**Track usage over the die**

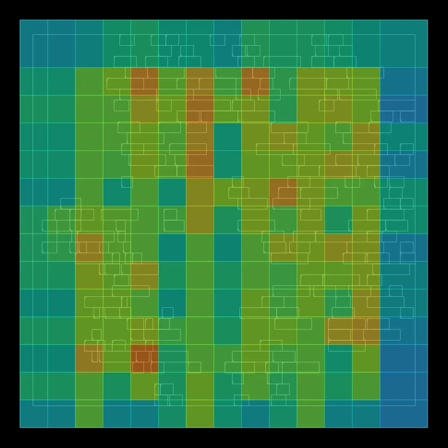
**Hierarchy map of the flops**

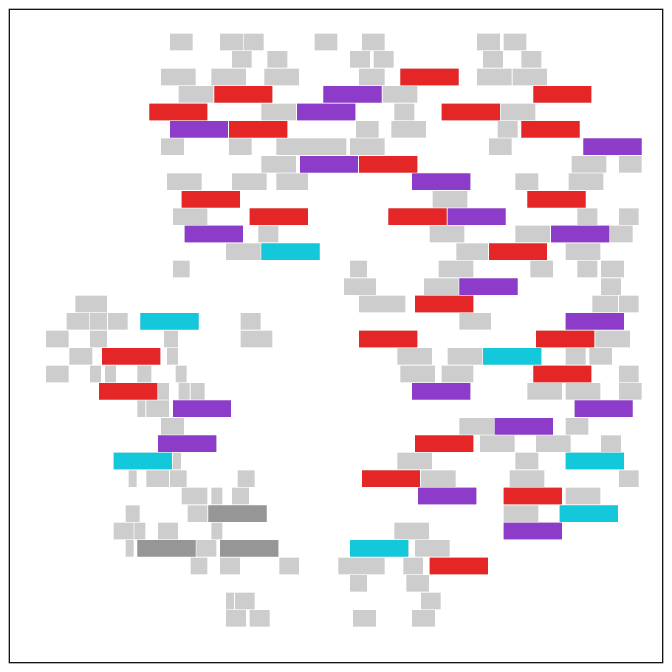
**config.mk**
```make
export PLATFORM = sky130hd
export DESIGN_NAME = ctrl_delay_pipe
export DESIGN_NICKNAME = d
export VERILOG_FILES = /design/src/rtl/ctrl_delay_pipe_pkg.sv /design/src/rtl/ctrl_pipe_stage.sv /design/src/rtl/ctrl_delay_pipe.sv
export SDC_FILE = /design/constraint.sdc
export NUM_CORES = 1
export LEC_CHECK = 0
export CORE_MARGIN = 3
export CORE_UTILIZATION = 24
export CTS_CLUSTER_DIAMETER = 60
export CTS_CLUSTER_SIZE = 8
export DETAILED_ROUTE_END_ITERATION = 10
export PLACE_DENSITY_LB_ADDON = 0.25
export SLEW_MARGIN = 0
export SYNTH_ARGS = -nofsm -noshare
export SYNTH_HDL_FRONTEND = slang
export SYNTH_SLANG_ARGS = --single-unit
```
**constraint.sdc**
```tcl
create_clock -name clk_i -period 1.45 [get_ports clk_i]
set_input_delay 0.29 -clock clk_i [delete_from_list [all_inputs] [get_ports clk_i]]
set_output_delay 0.29 -clock clk_i [all_outputs]
set_load 0.01 [all_outputs]
```
**src/rtl/ctrl_delay_pipe_pkg.sv**
```systemverilog
// Shared width and latency defaults for the control-alignment pipeline.
// Holds plain constants and a sizing helper only; no types cross the ports.
package ctrl_delay_pipe_pkg;

  localparam int ADDR_WIDTH_DEF    = 5;
  localparam int ALUMODE_WIDTH_DEF = 4;
  localparam int OPMODE_WIDTH_DEF  = 7;
  localparam int INMODE_WIDTH_DEF  = 5;

  localparam int WEB_DLY_DEF = 3;
  localparam int OPM_DLY_DEF = 2;
  localparam int INM_DLY_DEF = 1;

  // Bits needed to count 0..depth valid entries.
  function automatic int cnt_width(input int depth);
    return $clog2(depth + 1);
  endfunction

endpackage

```
**src/rtl/ctrl_pipe_stage.sv**
```systemverilog
// One enable/flush-aware stage of the control pipeline.
// Write enable is re-gated with valid; flush clears only valid/web.
module ctrl_pipe_stage
  import ctrl_delay_pipe_pkg::*;
#(
  parameter int ADDR_WIDTH    = ADDR_WIDTH_DEF,
  parameter int ALUMODE_WIDTH = ALUMODE_WIDTH_DEF,
  parameter int OPMODE_WIDTH  = OPMODE_WIDTH_DEF,
  parameter int INMODE_WIDTH  = INMODE_WIDTH_DEF
) (
  input  logic                     clk_i,
  input  logic                     rst_i,
  input  logic                     en_i,
  input  logic                     flush_i,
  input  logic                     prev_valid,
  input  logic                     prev_web,
  input  logic [ADDR_WIDTH-1:0]    prev_addr,
  input  logic [ALUMODE_WIDTH-1:0] prev_alumode,
  input  logic [OPMODE_WIDTH-1:0]  prev_opmode,
  input  logic [INMODE_WIDTH-1:0]  prev_inmode,
  output logic                     valid,
  output logic                     web,
  output logic [ADDR_WIDTH-1:0]    addr,
  output logic [ALUMODE_WIDTH-1:0] alumode,
  output logic [OPMODE_WIDTH-1:0]  opmode,
  output logic [INMODE_WIDTH-1:0]  inmode
);

  always_ff @(posedge clk_i or posedge rst_i) begin
    if (rst_i) begin
      valid   <= 1'b0;
      web     <= 1'b0;
      addr    <= '0;
      alumode <= '0;
      opmode  <= '0;
      inmode  <= '0;
    end else if (flush_i) begin
      // Mode and address fields keep their value; only the qualifiers drop.
      valid <= 1'b0;
      web   <= 1'b0;
    end else if (en_i) begin
      valid   <= prev_valid;
      web     <= prev_web & prev_valid;
      addr    <= prev_addr;
      alumode <= prev_alumode;
      opmode  <= prev_opmode;
      inmode  <= prev_inmode;
    end
  end

endmodule

```
**src/rtl/ctrl_delay_pipe.sv**
```systemverilog
// Aligns BRAM1 write and DSP mode fields to their consuming cycles by per-field latency.
// Tracks valid entries for drain detection; en_i stalls all stages, flush_i clears valids.
module ctrl_delay_pipe
  import ctrl_delay_pipe_pkg::*;
#(
  parameter int ADDR_WIDTH    = ADDR_WIDTH_DEF,
  parameter int ALUMODE_WIDTH = ALUMODE_WIDTH_DEF,
  parameter int OPMODE_WIDTH  = OPMODE_WIDTH_DEF,
  parameter int INMODE_WIDTH  = INMODE_WIDTH_DEF,
  parameter int WEB_DLY       = WEB_DLY_DEF,
  parameter int OPM_DLY       = OPM_DLY_DEF,
  parameter int INM_DLY       = INM_DLY_DEF
) (
  input  logic                           clk_i,
  input  logic                           rst_i,
  input  logic                           en_i,
  input  logic                           flush_i,
  input  logic                           valid_i,
  input  logic                           bram1_web_i,
  input  logic [ADDR_WIDTH-1:0]          bram1_w_addr_i,
  input  logic [ALUMODE_WIDTH-1:0]       alumode_i,
  input  logic [OPMODE_WIDTH-1:0]        opmode_i,
  input  logic [INMODE_WIDTH-1:0]        inmode_i,
  output logic                           valid_o,
  output logic                           bram1_web_o,
  output logic [ADDR_WIDTH-1:0]          bram1_w_addr_o,
  output logic [ALUMODE_WIDTH-1:0]       alumode_o,
  output logic [OPMODE_WIDTH-1:0]        opmode_o,
  output logic [INMODE_WIDTH-1:0]        inmode_o,
  output logic [$clog2(WEB_DLY+1)-1:0]   inflight_o,
  output logic                           idle_o,
  output logic                           flushed_o
);

  localparam int CNT_W = cnt_width(WEB_DLY);

  // Index 0 is the raw input; index k is the register of stage k.
  logic                     stg_valid   [0:WEB_DLY];
  logic                     stg_web     [0:WEB_DLY];
  logic [ADDR_WIDTH-1:0]    stg_addr    [0:WEB_DLY];
  logic [ALUMODE_WIDTH-1:0] stg_alumode [0:WEB_DLY];
  logic [OPMODE_WIDTH-1:0]  stg_opmode  [0:WEB_DLY];
  logic [INMODE_WIDTH-1:0]  stg_inmode  [0:WEB_DLY];

  assign stg_valid[0]   = valid_i;
  assign stg_web[0]     = bram1_web_i;
  assign stg_addr[0]    = bram1_w_addr_i;
  assign stg_alumode[0] = alumode_i;
  assign stg_opmode[0]  = opmode_i;
  assign stg_inmode[0]  = inmode_i;

  // Fields past their tap stage feed nothing and are trimmed by synthesis.
  for (genvar k = 1; k <= WEB_DLY; k++) begin : g_stage
    ctrl_pipe_stage #(
      .ADDR_WIDTH    (ADDR_WIDTH),
      .ALUMODE_WIDTH (ALUMODE_WIDTH),
      .OPMODE_WIDTH  (OPMODE_WIDTH),
      .INMODE_WIDTH  (INMODE_WIDTH)
    ) u_stage (
      .clk_i        (clk_i),
      .rst_i        (rst_i),
      .en_i         (en_i),
      .flush_i      (flush_i),
      .prev_valid   (stg_valid[k-1]),
      .prev_web     (stg_web[k-1]),
      .prev_addr    (stg_addr[k-1]),
      .prev_alumode (stg_alumode[k-1]),
      .prev_opmode  (stg_opmode[k-1]),
      .prev_inmode  (stg_inmode[k-1]),
      .valid        (stg_valid[k]),
      .web          (stg_web[k]),
      .addr         (stg_addr[k]),
      .alumode      (stg_alumode[k]),
      .opmode       (stg_opmode[k]),
      .inmode       (stg_inmode[k])
    );
  end

  assign valid_o        = stg_valid[WEB_DLY];
  assign bram1_web_o    = stg_web[WEB_DLY];
  assign bram1_w_addr_o = stg_addr[WEB_DLY];
  assign alumode_o      = stg_alumode[OPM_DLY];
  assign opmode_o       = stg_opmode[OPM_DLY];
  assign inmode_o       = stg_inmode[INM_DLY];

  logic exit_valid;
  assign exit_valid = stg_valid[WEB_DLY];

  always_ff @(posedge clk_i or posedge rst_i) begin
    if (rst_i) begin
      inflight_o <= '0;
      flushed_o  <= 1'b0;
    end else begin
      flushed_o <= flush_i && ((inflight_o != '0) || valid_i);
      if (flush_i) begin
        inflight_o <= '0;
      end else if (en_i) begin
        case ({valid_i, exit_valid})
          2'b10:   inflight_o <= inflight_o + CNT_W'(1);
          2'b01:   inflight_o <= inflight_o - CNT_W'(1);
          default: inflight_o <= inflight_o;
        endcase
      end
    end
  end

  assign idle_o = (inflight_o == '0);

endmodule
```
==> flow_summary.toml <==
# implementation run metrics
[critical_path]
end_kind = "flip-flop"
cp_num_cells = 4

[yosys]
yosys.area_share.aoi_pct = 2.28
enable_flop_cells = 0
synth-simple-area-share_pct = 4.45

[final_timing]
setup_tns_ps = 0

[layout]
logic_area_um2 = 810
nNonClkInverters = 1
layout.cells.most_common = "dfrtp_1"
final_area_um2 = 2940
fin_cells = 300

[power_and_ir_drop]
p_seq_share_pct = 48.6
pg_seq_uw = 1800

[placed_design]
portBuffers = 53

[worst_hold_path]
hold_path.class = "in2async"

[die]
die_h_um = 102
core-area_um2 = 8810
taps = 108

[cts]
cts_resized = 27
root_buffer = "clkbuf_8"

[route]
antenna_left = 0

[status]
status = "finished clean"
-- 'track usage over the die' (at the start) --
GRT Overall Usage: 8.14%
GR Util met3: 2.34%
busiest grt layer: met1

-- 'hierarchy map of the flops' (at the start) --
| scope | color | sequential cells |
|---|---|---|
| g_stage[1] | red | 23 |
| g_stage[3] | cyan | 7 |
| g_stage[2] | purple | 18 |

